Met2 routing:
Cells faint in the background.
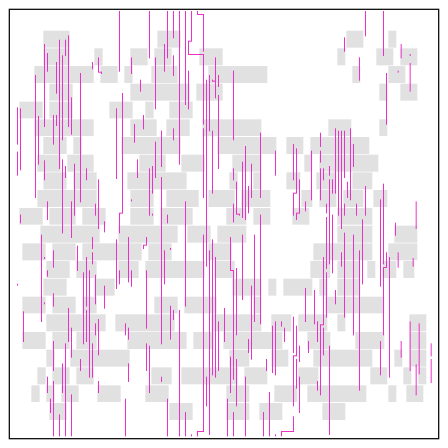
Port wiring:
Bar = 20 um.
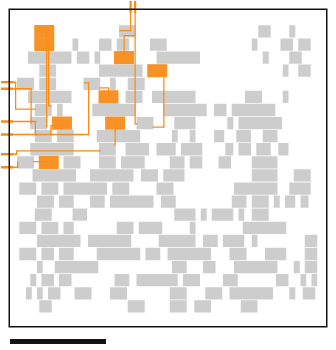
--- config.mk ---
export PLATFORM = sky130hd
export DESIGN_NAME = fetch_decode_reg_flat
export DESIGN_NICKNAME = d
export VERILOG_FILES = /design/src/rtl/fetch_decode_reg_if.sv /design/src/rtl/fetch_decode_reg.sv /design/src/flat_wrapper.sv
export SDC_FILE = /design/constraint.sdc
export NUM_CORES = 1
export LEC_CHECK = 0
export ABC_AREA = 0
export CAP_MARGIN = 10
export CELL_PAD_IN_SITES_DETAIL_PLACEMENT = 1
export CELL_PAD_IN_SITES_GLOBAL_PLACEMENT = 1
export CORE_UTILIZATION = 31
export DETAILED_ROUTE_END_ITERATION = 10
export GPL_TIMING_DRIVEN = 0
export PLACE_DENSITY_LB_ADDON = 0.1
export SLEW_MARGIN = 20
export SYNTH_ARGS = -nofsm -noshare
export SYNTH_HDL_FRONTEND = slang
export SYNTH_SLANG_ARGS = --single-unit
--- constraint.sdc ---
create_clock -name clk -period 2.1 [get_ports clk]
set_clock_uncertainty 0.1 [all_clocks]
set_input_delay 0.42 -clock clk [delete_from_list [all_inputs] [get_ports clk]]
set_output_delay 0.42 -clock clk [all_outputs]
set_load 0.02 [all_outputs]
--- src/rtl/fetch_decode_reg_if.sv ---
// fetch_decode_reg_if: fetch-to-decode bundle.
// master drives fetch inputs, slave is the pipeline register.
interface fetch_decode_reg_if #(
    parameter int IW = 9,
    parameter int AW = 8
);
    logic          Start;
    logic [AW-1:0] PC;
    logic [IW-1:0] InstrIn;
    logic          Stall;
    logic          Branch;
    logic [IW-1:0] Instr;
    logic [AW-1:0] InstrPC;
    logic          Valid;
    logic          Halt;
    logic          Done;
    logic [15:0]   InstrCount;

    modport master (
        output Start, PC, InstrIn, Stall, Branch,
        input  Instr, InstrPC, Valid, Halt, Done, InstrCount
    );

    modport slave (
        input  Start, PC, InstrIn, Stall, Branch,
        output Instr, InstrPC, Valid, Halt, Done, InstrCount
    );
endinterface

--- src/rtl/fetch_decode_reg.sv ---
// fetch_decode_reg: IF/ID register with branch squash and HALT drain.
// Optional retired-fetch counter enabled by FETCH_PERF_CNT_EN.
module fetch_decode_reg #(
    parameter int            IW           = 9,
    parameter int            AW           = 8,
    parameter logic [IW-1:0] HALT_ENC     = 9'h1FF,
    parameter logic [IW-1:0] NOP_ENC      = 9'h000,
    parameter int            DRAIN_CYCLES = 3
) (
    input logic               clk,
    input logic               Init,
    fetch_decode_reg_if.slave bus
);
    typedef enum logic [1:0] {
        S_IDLE,
        S_RUN,
        S_DRAIN,
        S_HALTED
    } state_t;

    localparam logic [3:0] DRAIN_LAST = 4'(DRAIN_CYCLES);

    state_t        r_state;
    state_t        w_state_nxt;
    logic [IW-1:0] r_instr;
    logic [IW-1:0] w_instr_nxt;
    logic [AW-1:0] r_pc;
    logic [AW-1:0] w_pc_nxt;
    logic          r_valid;
    logic          w_valid_nxt;
    logic [3:0]    r_drain;
    logic [3:0]    w_drain_nxt;
    logic [3:0]    w_drain_inc;

    assign w_drain_inc = r_drain + 4'd1;

    // Next-state and next datapath values for the IF/ID register
    always_comb begin
        w_state_nxt = r_state;
        w_instr_nxt = r_instr;
        w_pc_nxt    = r_pc;
        w_valid_nxt = r_valid;
        w_drain_nxt = r_drain;
        unique case (r_state)
            S_IDLE: begin
                w_instr_nxt = NOP_ENC;
                w_valid_nxt = 1'b0;
                if (bus.Start) begin
                    w_state_nxt = S_RUN;
                end
            end
            S_RUN: begin
                if (bus.Branch) begin
                    // wrong-path fetch, including a wrong-path HALT
                    w_instr_nxt = NOP_ENC;
                    w_valid_nxt = 1'b0;
                    w_pc_nxt    = bus.PC;
                end else if (bus.Stall) begin
                    w_instr_nxt = r_instr;
                end else begin
                    w_instr_nxt = bus.InstrIn;
                    w_pc_nxt    = bus.PC;
                    w_valid_nxt = 1'b1;
                    if (bus.InstrIn == HALT_ENC) begin
                        w_state_nxt = S_DRAIN;
                        w_drain_nxt = 4'd0;
                    end
                end
            end
            S_DRAIN: begin
                w_instr_nxt = NOP_ENC;
                w_valid_nxt = 1'b0;
                w_drain_nxt = w_drain_inc;
                if (w_drain_inc == DRAIN_LAST) begin
                    w_state_nxt = S_HALTED;
                end
            end
            S_HALTED: begin
                w_instr_nxt = NOP_ENC;
                w_valid_nxt = 1'b0;
                if (bus.Start) begin
                    w_state_nxt = S_RUN;
                end
            end
            default: begin
                w_state_nxt = S_IDLE;
            end
        endcase
    end

    // State and pipeline registers
    always_ff @(posedge clk or posedge Init) begin
        if (Init) begin
            r_state <= S_IDLE;
            r_instr <= NOP_ENC;
            r_pc    <= '0;
            r_valid <= 1'b0;
            r_drain <= 4'd0;
        end else begin
            r_state <= w_state_nxt;
            r_instr <= w_instr_nxt;
            r_pc    <= w_pc_nxt;
            r_valid <= w_valid_nxt;
            r_drain <= w_drain_nxt;
        end
    end

    assign bus.Instr   = r_instr;
    assign bus.InstrPC = r_pc;
    assign bus.Valid   = r_valid;
    assign bus.Halt    = (r_state == S_DRAIN) || (r_state == S_HALTED);
    assign bus.Done    = (r_state == S_HALTED);

`ifdef FETCH_PERF_CNT_EN
    logic [15:0] r_icount;
    logic        w_fetch;
    logic        w_start_acc;

    assign w_fetch     = (r_state == S_RUN) && !bus.Branch && !bus.Stall;
    assign w_start_acc = bus.Start &&
                         ((r_state == S_IDLE) || (r_state == S_HALTED));

    // Saturating count of edges that load a real instruction
    always_ff @(posedge clk or posedge Init) begin
        if (Init) begin
            r_icount <= 16'h0000;
        end else if (w_start_acc) begin
            r_icount <= 16'h0000;
        end else if (w_fetch && (r_icount != 16'hFFFF)) begin
            r_icount <= r_icount + 16'd1;
        end
    end

    assign bus.InstrCount = r_icount;
`else
    assign bus.InstrCount = 16'h0000;
`endif

endmodule

--- src/flat_wrapper.sv ---
// flat-port wrapper written by rule: the top's interface ports become plain ports
module fetch_decode_reg_flat 
#(
    parameter int            IW           = 9,
    parameter int            AW           = 8,
    parameter logic [IW-1:0] HALT_ENC     = 9'h1FF,
    parameter logic [IW-1:0] NOP_ENC      = 9'h000,
    parameter int            DRAIN_CYCLES = 3
)
  (clk, Init, bus_Start, bus_PC, bus_InstrIn, bus_Stall, bus_Branch, bus_Instr, bus_InstrPC, bus_Valid, bus_Halt, bus_Done, bus_InstrCount);
  fetch_decode_reg_if #(.IW(IW), .AW(AW)) bus_i ();
  input logic clk;
  input logic Init;
  input wire logic [$bits(bus_i.Start)-1:0] bus_Start;
  input wire logic [$bits(bus_i.PC)-1:0] bus_PC;
  input wire logic [$bits(bus_i.InstrIn)-1:0] bus_InstrIn;
  input wire logic [$bits(bus_i.Stall)-1:0] bus_Stall;
  input wire logic [$bits(bus_i.Branch)-1:0] bus_Branch;
  output wire logic [$bits(bus_i.Instr)-1:0] bus_Instr;
  output wire logic [$bits(bus_i.InstrPC)-1:0] bus_InstrPC;
  output wire logic [$bits(bus_i.Valid)-1:0] bus_Valid;
  output wire logic [$bits(bus_i.Halt)-1:0] bus_Halt;
  output wire logic [$bits(bus_i.Done)-1:0] bus_Done;
  output wire logic [$bits(bus_i.InstrCount)-1:0] bus_InstrCount;
  assign bus_i.Start = bus_Start;
  assign bus_i.PC = bus_PC;
  assign bus_i.InstrIn = bus_InstrIn;
  assign bus_i.Stall = bus_Stall;
  assign bus_i.Branch = bus_Branch;
  assign bus_Instr = bus_i.Instr;
  assign bus_InstrPC = bus_i.InstrPC;
  assign bus_Valid = bus_i.Valid;
  assign bus_Halt = bus_i.Halt;
  assign bus_Done = bus_i.Done;
  assign bus_InstrCount = bus_i.InstrCount;
  fetch_decode_reg #(.IW(IW), .AW(AW), .HALT_ENC(HALT_ENC), .NOP_ENC(NOP_ENC), .DRAIN_CYCLES(DRAIN_CYCLES)) u_core (.clk(clk), .Init(Init), .bus(bus_i));
endmodule
==> Table 3: Implementation characteristics <==
Physical implementation characteristics

Parameter                              Value

Status
  Status .................. complete, no violations

Critical path
  Critical path endpoint category .................. register
  Master of the slowest instance on the critical path .................. sky130_fd_sc_hd__a211oi_2
  Reg-to-reg startpoint .................. u_core.r_state[0]
  Crit path max-delay family .................. AND-OR/OR-AND gates
  Crit path largest cell delay .................. roughly 0.69 ns
  Endpoint required time on the critical path .................. around 2.2 ns
  Register-to-Register Setup Slack .................. between 0.1 and 0.15 ns

Synth
  Number of enable flip-flop cells .................. 0
  Gate Count Post-Synth .................. 99
  Simple share .................. 7.27%
  Most used standard cells in the synthesized netlist .................. sky130_fd_sc_hd__dfrtp_1, sky130_fd_sc_hd__buf_4, sky130_fd_sc_hd__a22o_1
  Cell count in the Yosys report .................. 99
  Top-area cell type share of the netlist area .................. 47.8%
  Parity-gate share of the synthesized area counting xor and xnor cells .................. under 10%
  Top area cells in the synthesized netlist .................. sky130_fd_sc_hd__dfrtp_1, sky130_fd_sc_hd__buf_4, sky130_fd_sc_hd__mux2_2
  Count leader, synth .................. sky130_fd_sc_hd__dfrtp_1
  Cell area after technology mapping .................. 1260 um^2
  Fraction of registers with async set or reset after synthesis .................. 100%
  Fraction of the mapped netlist area in compound gates .................. around 15%
  Yosys warns .................. 0

Drt
  Routed met1 length .................. 1.10 mm
  Detailed Route Iter0 Violations .................. 19
  ANT nets after route .................. 0
  Detail Route met3 WL .................. 206 um
  Routed length on met2 .................. 1.50 mm
  DR DRC count .................. 0

Final timing
  Number of hold-slack violations in the final timing report .................. 0
  Maximum clock rate .................. about 0.51 GHz
  Least-Margin Pin Slew .................. 0.896 ns
  Setup Total Neg Slack .................. 0 ns
  Final Max Slew Viols .................. 0
  Minimum setup slack in the final design .................. 0.132 ns
  Finish-stage setup viols .................. 0
  Worst-case headroom to the max-slew limit .................. 40.2%
  Fin Hold WS .................. 0.387 ns
  Share of the clock period used by the worst path after layout .................. 93.7%

Pwr
  Biggest consumer .................. combinational cells
  Part of the power in registers .................. 33.6%
  Switching Power .................. 799 uW
  Power consumed by the clock network .................. 259 uW
  Power Density .................. 1160 nW/um^2
  LEAKAGE .................. roughly 0.9 nW
  Switching share of power .................. 37.7%
  Proportion of power drawn by the clock network .................. 12.2%
  Power in combinational cells .................. around 1.2 mW

Finish
  Sequential cell area share .................. 32.8%
  Area Overhead vs Synth .................. 45.8%
  Non-filler cells in the finished layout .................. 207
  Combinational cell area excluding buffers and inverters .................. between 500 and 600 um^2
  Top cell category .................. flip-flops and latches
  Non-clock buffer count .................. 58
  Total number of sequential cells .................. 24
  Comb_multi_in .................. between 60 and 70
  Number of flip-flops in the largest register .................. 9
  Combinational fraction of the cell area .................. 30.6%
  Clock-cell share .................. ~2.3%

Placement
  Placed wire-length estimate .................. 2.19 mm
  Placed Instance Area .................. 1780 um^2
  DP Worst Slack .................. -0.110 ns
  Weighted congestion reported at the end of routability-driven placement .................. 0.721

Global routing
  Total overflow reported by the global router .................. 0
  Overall fraction of global-route tracks in use .................. between 10 and 15%
  Number of antenna violations at the first check in global routing .................. 0
  Global-route wire length before repair .................. 4.82 mm
  Met1 track utilization from global routing .................. 16.6%
  Number of global-route vias before repair .................. 1,060
  Maximum number of pins on one net before global-route repair .................. 25

Floorplanning
  Init Core Util .................. approximately 33%
  Die area .................. between 4000 and 5000 um^2

CTS
  Clock tree from TritonCTS .................. built
  Clock insertion delay at the later pin of the skew report .................. approximately 0.25 ns
  Maximum count of clock buffers along a single path .................. 2
  Post-CTS Repair Setup Buffers .................. 1
  Number of clock buffers inserted by TritonCTS .................. 3

Run
  Number of OpenROAD warnings .................. 30
About 'met2 routing':
main direction = vertical
wire length on this layer = 1,500 um
nets with wire on the layer = 174
met2 GRT Util: 27.0%
total routed wirelength: 2.81 mm
total number of vias: 934

About 'port wiring':
orange -> bus_PC  # bits 8, direction input, end cells 8, wire 178 um
top-level I/O count: 58
Port Buf Inserts: 41

No activity file was given, so power comes from the tool's default toggle rates.
